Design cart_bus_arbiter, sky130hd; sources not shown.
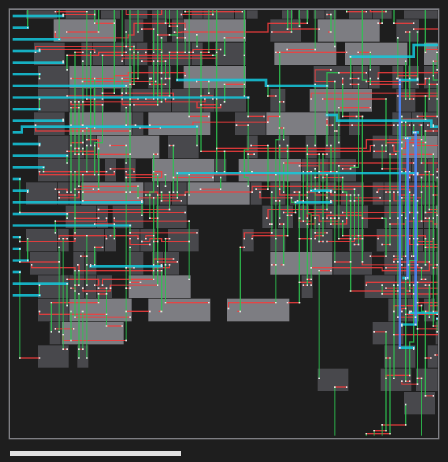
detail.png
Bar = 20 um. Region (0, 0) to (50, 50) um. Cells in gray, sequential cells in the stronger gray; small squares are vias.
green -> metal 2
blue -> metal 4
cyan -> metal 3
red -> metal 1
most frequent = clkdlybuf4s50_1 (28), nor2_1 (27), dfxtp_1 (23)
cells with their middle in the window = 159
sequential cells in the window = 23

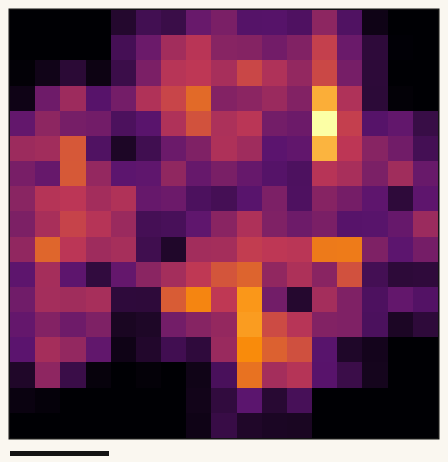
metal_density.png
Bar = 20 um. 17 x 17 tiles, from black (low) to pale yellow (high), scaled to the fullest tile. Values are wire area over tile area, all layers added.
emptiest ninth of the die = south-east
fullest tile = 0.63
mean over tiles = 0.17
total vias in the final route: 2,949
Final Routed Wirelength: 7844 um

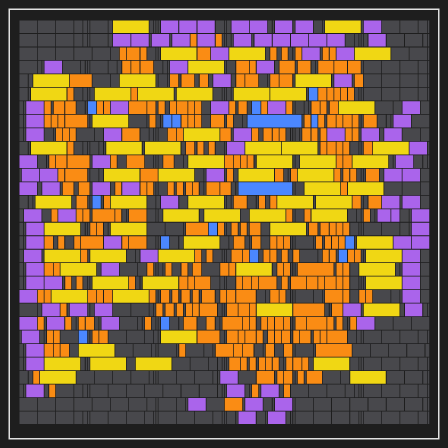
placement_by_type.png
Fill, decap, tap and diode cells in gray.
yellow -> sequential cells  # cells 70
blue -> clock drivers and dummy loads  # cells 16
orange -> combinational and other logic  # cells 315
purple -> remaining buffers and delay cells  # cells 101
final standard cell area without fillers: 0.004255 mm^2
sequential fraction of total cell area: 0.3293

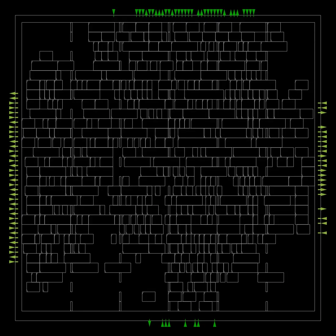
placement.png
total number of tap cells: 80
layout filler cell count: 589
core footprint: 0.006756 mm^2
fin util: 0.6298

==> out/highlights.md <==
- overall die area: 0.007455 mm^2
- post-detailed-route DRC marker count: 0
- synthesized instance count: 401
- I/O pin count: 101
- Worst Tran Pin Value: 0.5794 ns
- series of cell instances along the critical path: clkdlybuf4s50_1
- area growth from synthesis to final layout: 36.15%
- part of the total power dissipated in the clock network: 0.312
- Initial Utilization: 0.4626
- number of H-tree levels: 3
- class of the tightest hold or removal check: flop to flop
- leak pwr: 1.891 nW
- average vias per placed instance: 5.067
- aggregate global routing overflow: 0
- Setup crit end kind: output pin
- worst skew pair latency: 0.47 ns
- Antenna Nets Post-Route: 0
- Yosys top cell by instances: sky130_fd_sc_hd__nand2_1
- global-route usage over all layers: 0.2173
- cell count along the critical path: 1
- Req. time, crit path: 3.44 ns
- worst-path cell with the longest stage delay: sky130_fd_sc_hd__clkdlybuf4s50_1
- Async S/R FF share, synth: 0
- Synth top area share: 0.4484
- Final nets: 562
- tool warnings: 27
- run status: finished, final reports clean
- WP buf/inv: 1
- synthesized cell area: 0.003125 mm^2
- Initial DRT Pass Iterations: 5
- post-route fraction of the period consumed by the critical path: 0.5618
- die span in y: 86.34 um
- master cell of the clock root buffer: sky130_fd_sc_hd__clkbuf_2
- most used flip-flop cell after synthesis: sky130_fd_sc_hd__dfxtp_1
- register-to-register path setup slack: 1.97 ns
- number of diodes: 0
- HPWL after detailed placement: 5686 um
- fraction of power consumed by combinational cells: 0.174
- final hold vios: 0
- crit path max fanout: 2
- violation count after the first detailed-routing iteration: 196
- worst max-slew margin expressed relative to the limit: 0.6123
- Yosys cell types: 37
- biggest area contributors in the synthesized netlist: sky130_fd_sc_hd__dfxtp_1 45%, sky130_fd_sc_hd__nand2_1 13%, sky130_fd_sc_hd__nor2_1 5.8%
- CTS Buf Count: 9
- cell resize tally after clock tree synthesis: 0
- cell type with the highest aggregate area in the netlist: sky130_fd_sc_hd__dfxtp_1
==> metal layers <==
layer / part of all wire / vias to the layer above / GRT usage
li1: - / 1472 / -
met1: 0.43 / 1340 / 0.2600
met2: 0.47 / 123 / 0.3643
met3: 0.081 / 14 / 0.07810
met4: 0.021 / 0 / 0.06891
met5: 0 / - / 0
==> kinds of logic after synthesis <==
kind of cell               count (synthesis)  synth area share
muxes                                      7           0.02242
AOI/OAI and AO/OA                         73            0.1525
and+or+nand+nor                          197            0.2910
adders and majority gates                  2          0.008005
DFF                                       70            0.4484
xor gates and xnor gates                   1          0.002803
buffers and inverters                     51           0.07486
==> layout by cell type, fill, tap and decap left out, types with 3 or more instances in the layout <==
| master | instances |
|---|---|
| sky130_fd_sc_hd__a21boi_1 | 12 |
| sky130_fd_sc_hd__a21oi_1 | 19 |
| sky130_fd_sc_hd__a31oi_1 | 3 |
| sky130_fd_sc_hd__clkbuf_2 | 11 |
| sky130_fd_sc_hd__clkdlybuf4s50_1 | 99 |
| sky130_fd_sc_hd__dfxtp_1 | 70 |
| sky130_fd_sc_hd__inv_1 | 27 |
| sky130_fd_sc_hd__inv_2 | 8 |
| sky130_fd_sc_hd__mux2i_1 | 7 |
| sky130_fd_sc_hd__nand2_1 | 106 |
| sky130_fd_sc_hd__nand2_2 | 12 |
| sky130_fd_sc_hd__nand3_1 | 8 |
| sky130_fd_sc_hd__nand3_2 | 3 |
| sky130_fd_sc_hd__nor2_1 | 48 |
| sky130_fd_sc_hd__nor2_4 | 3 |
| sky130_fd_sc_hd__nor3_1 | 4 |
| sky130_fd_sc_hd__o211ai_2 | 6 |
| sky130_fd_sc_hd__o21a_1 | 3 |
| sky130_fd_sc_hd__o21ai_0 | 10 |
| sky130_fd_sc_hd__o21ai_1 | 11 |
| sky130_fd_sc_hd__o21ai_2 | 3 |
| sky130_fd_sc_hd__or2_2 | 3 |
==> metrics by stage <==
step / cells / area [um^2] / hold WS, ns / setup WS, ns / total power, mW
2_1_floorplan: 401 / 3126 / 0.4492 / 2.249 / 0.8200
3_3_place_gp: 566 / 4126 / 0.4564 / 1.468 / 0.9247
3_5_place_dp: 566 / 4126 / 0.4621 / 1.430 / 0.9283
4_1_cts: 582 / 4255 / 0.4834 / 1.828 / 1.340
5_1_grt: 582 / 4255 / 0.5122 / 1.704 / 1.392
6_report: 582 / 4255 / 0.4809 / 1.884 / 1.332
==> power groups by stage <==
stage	logic (mW)	registers (mW)	clock network, mW
final	0.231	0.685	0.416
after global routing	0.247	0.688	0.457
after CTS	0.232	0.685	0.424
after detailed placement	0.230	0.698	0
after global placement	0.227	0.697	0
after floorplan	0.0826	0.737	0
==> area by class of cell <==
| cell class | count | area (um^2) | area share |
|---|---|---|---|
| multi-input combinational | 280 | 1490 | 0.3502 |
| sequential | 70 | 1401 | 0.3293 |
| timing repair buffer | 101 | 1003 | 0.2358 |
| inverter | 35 | 131.4 | 0.03087 |
| tap | 80 | 100.1 | 0.02352 |
| clock inverter | 5 | 73.82 | 0.01735 |
| clock buffer | 11 | 55.05 | 0.01294 |
Power is estimated from default activity; no workload was simulated.
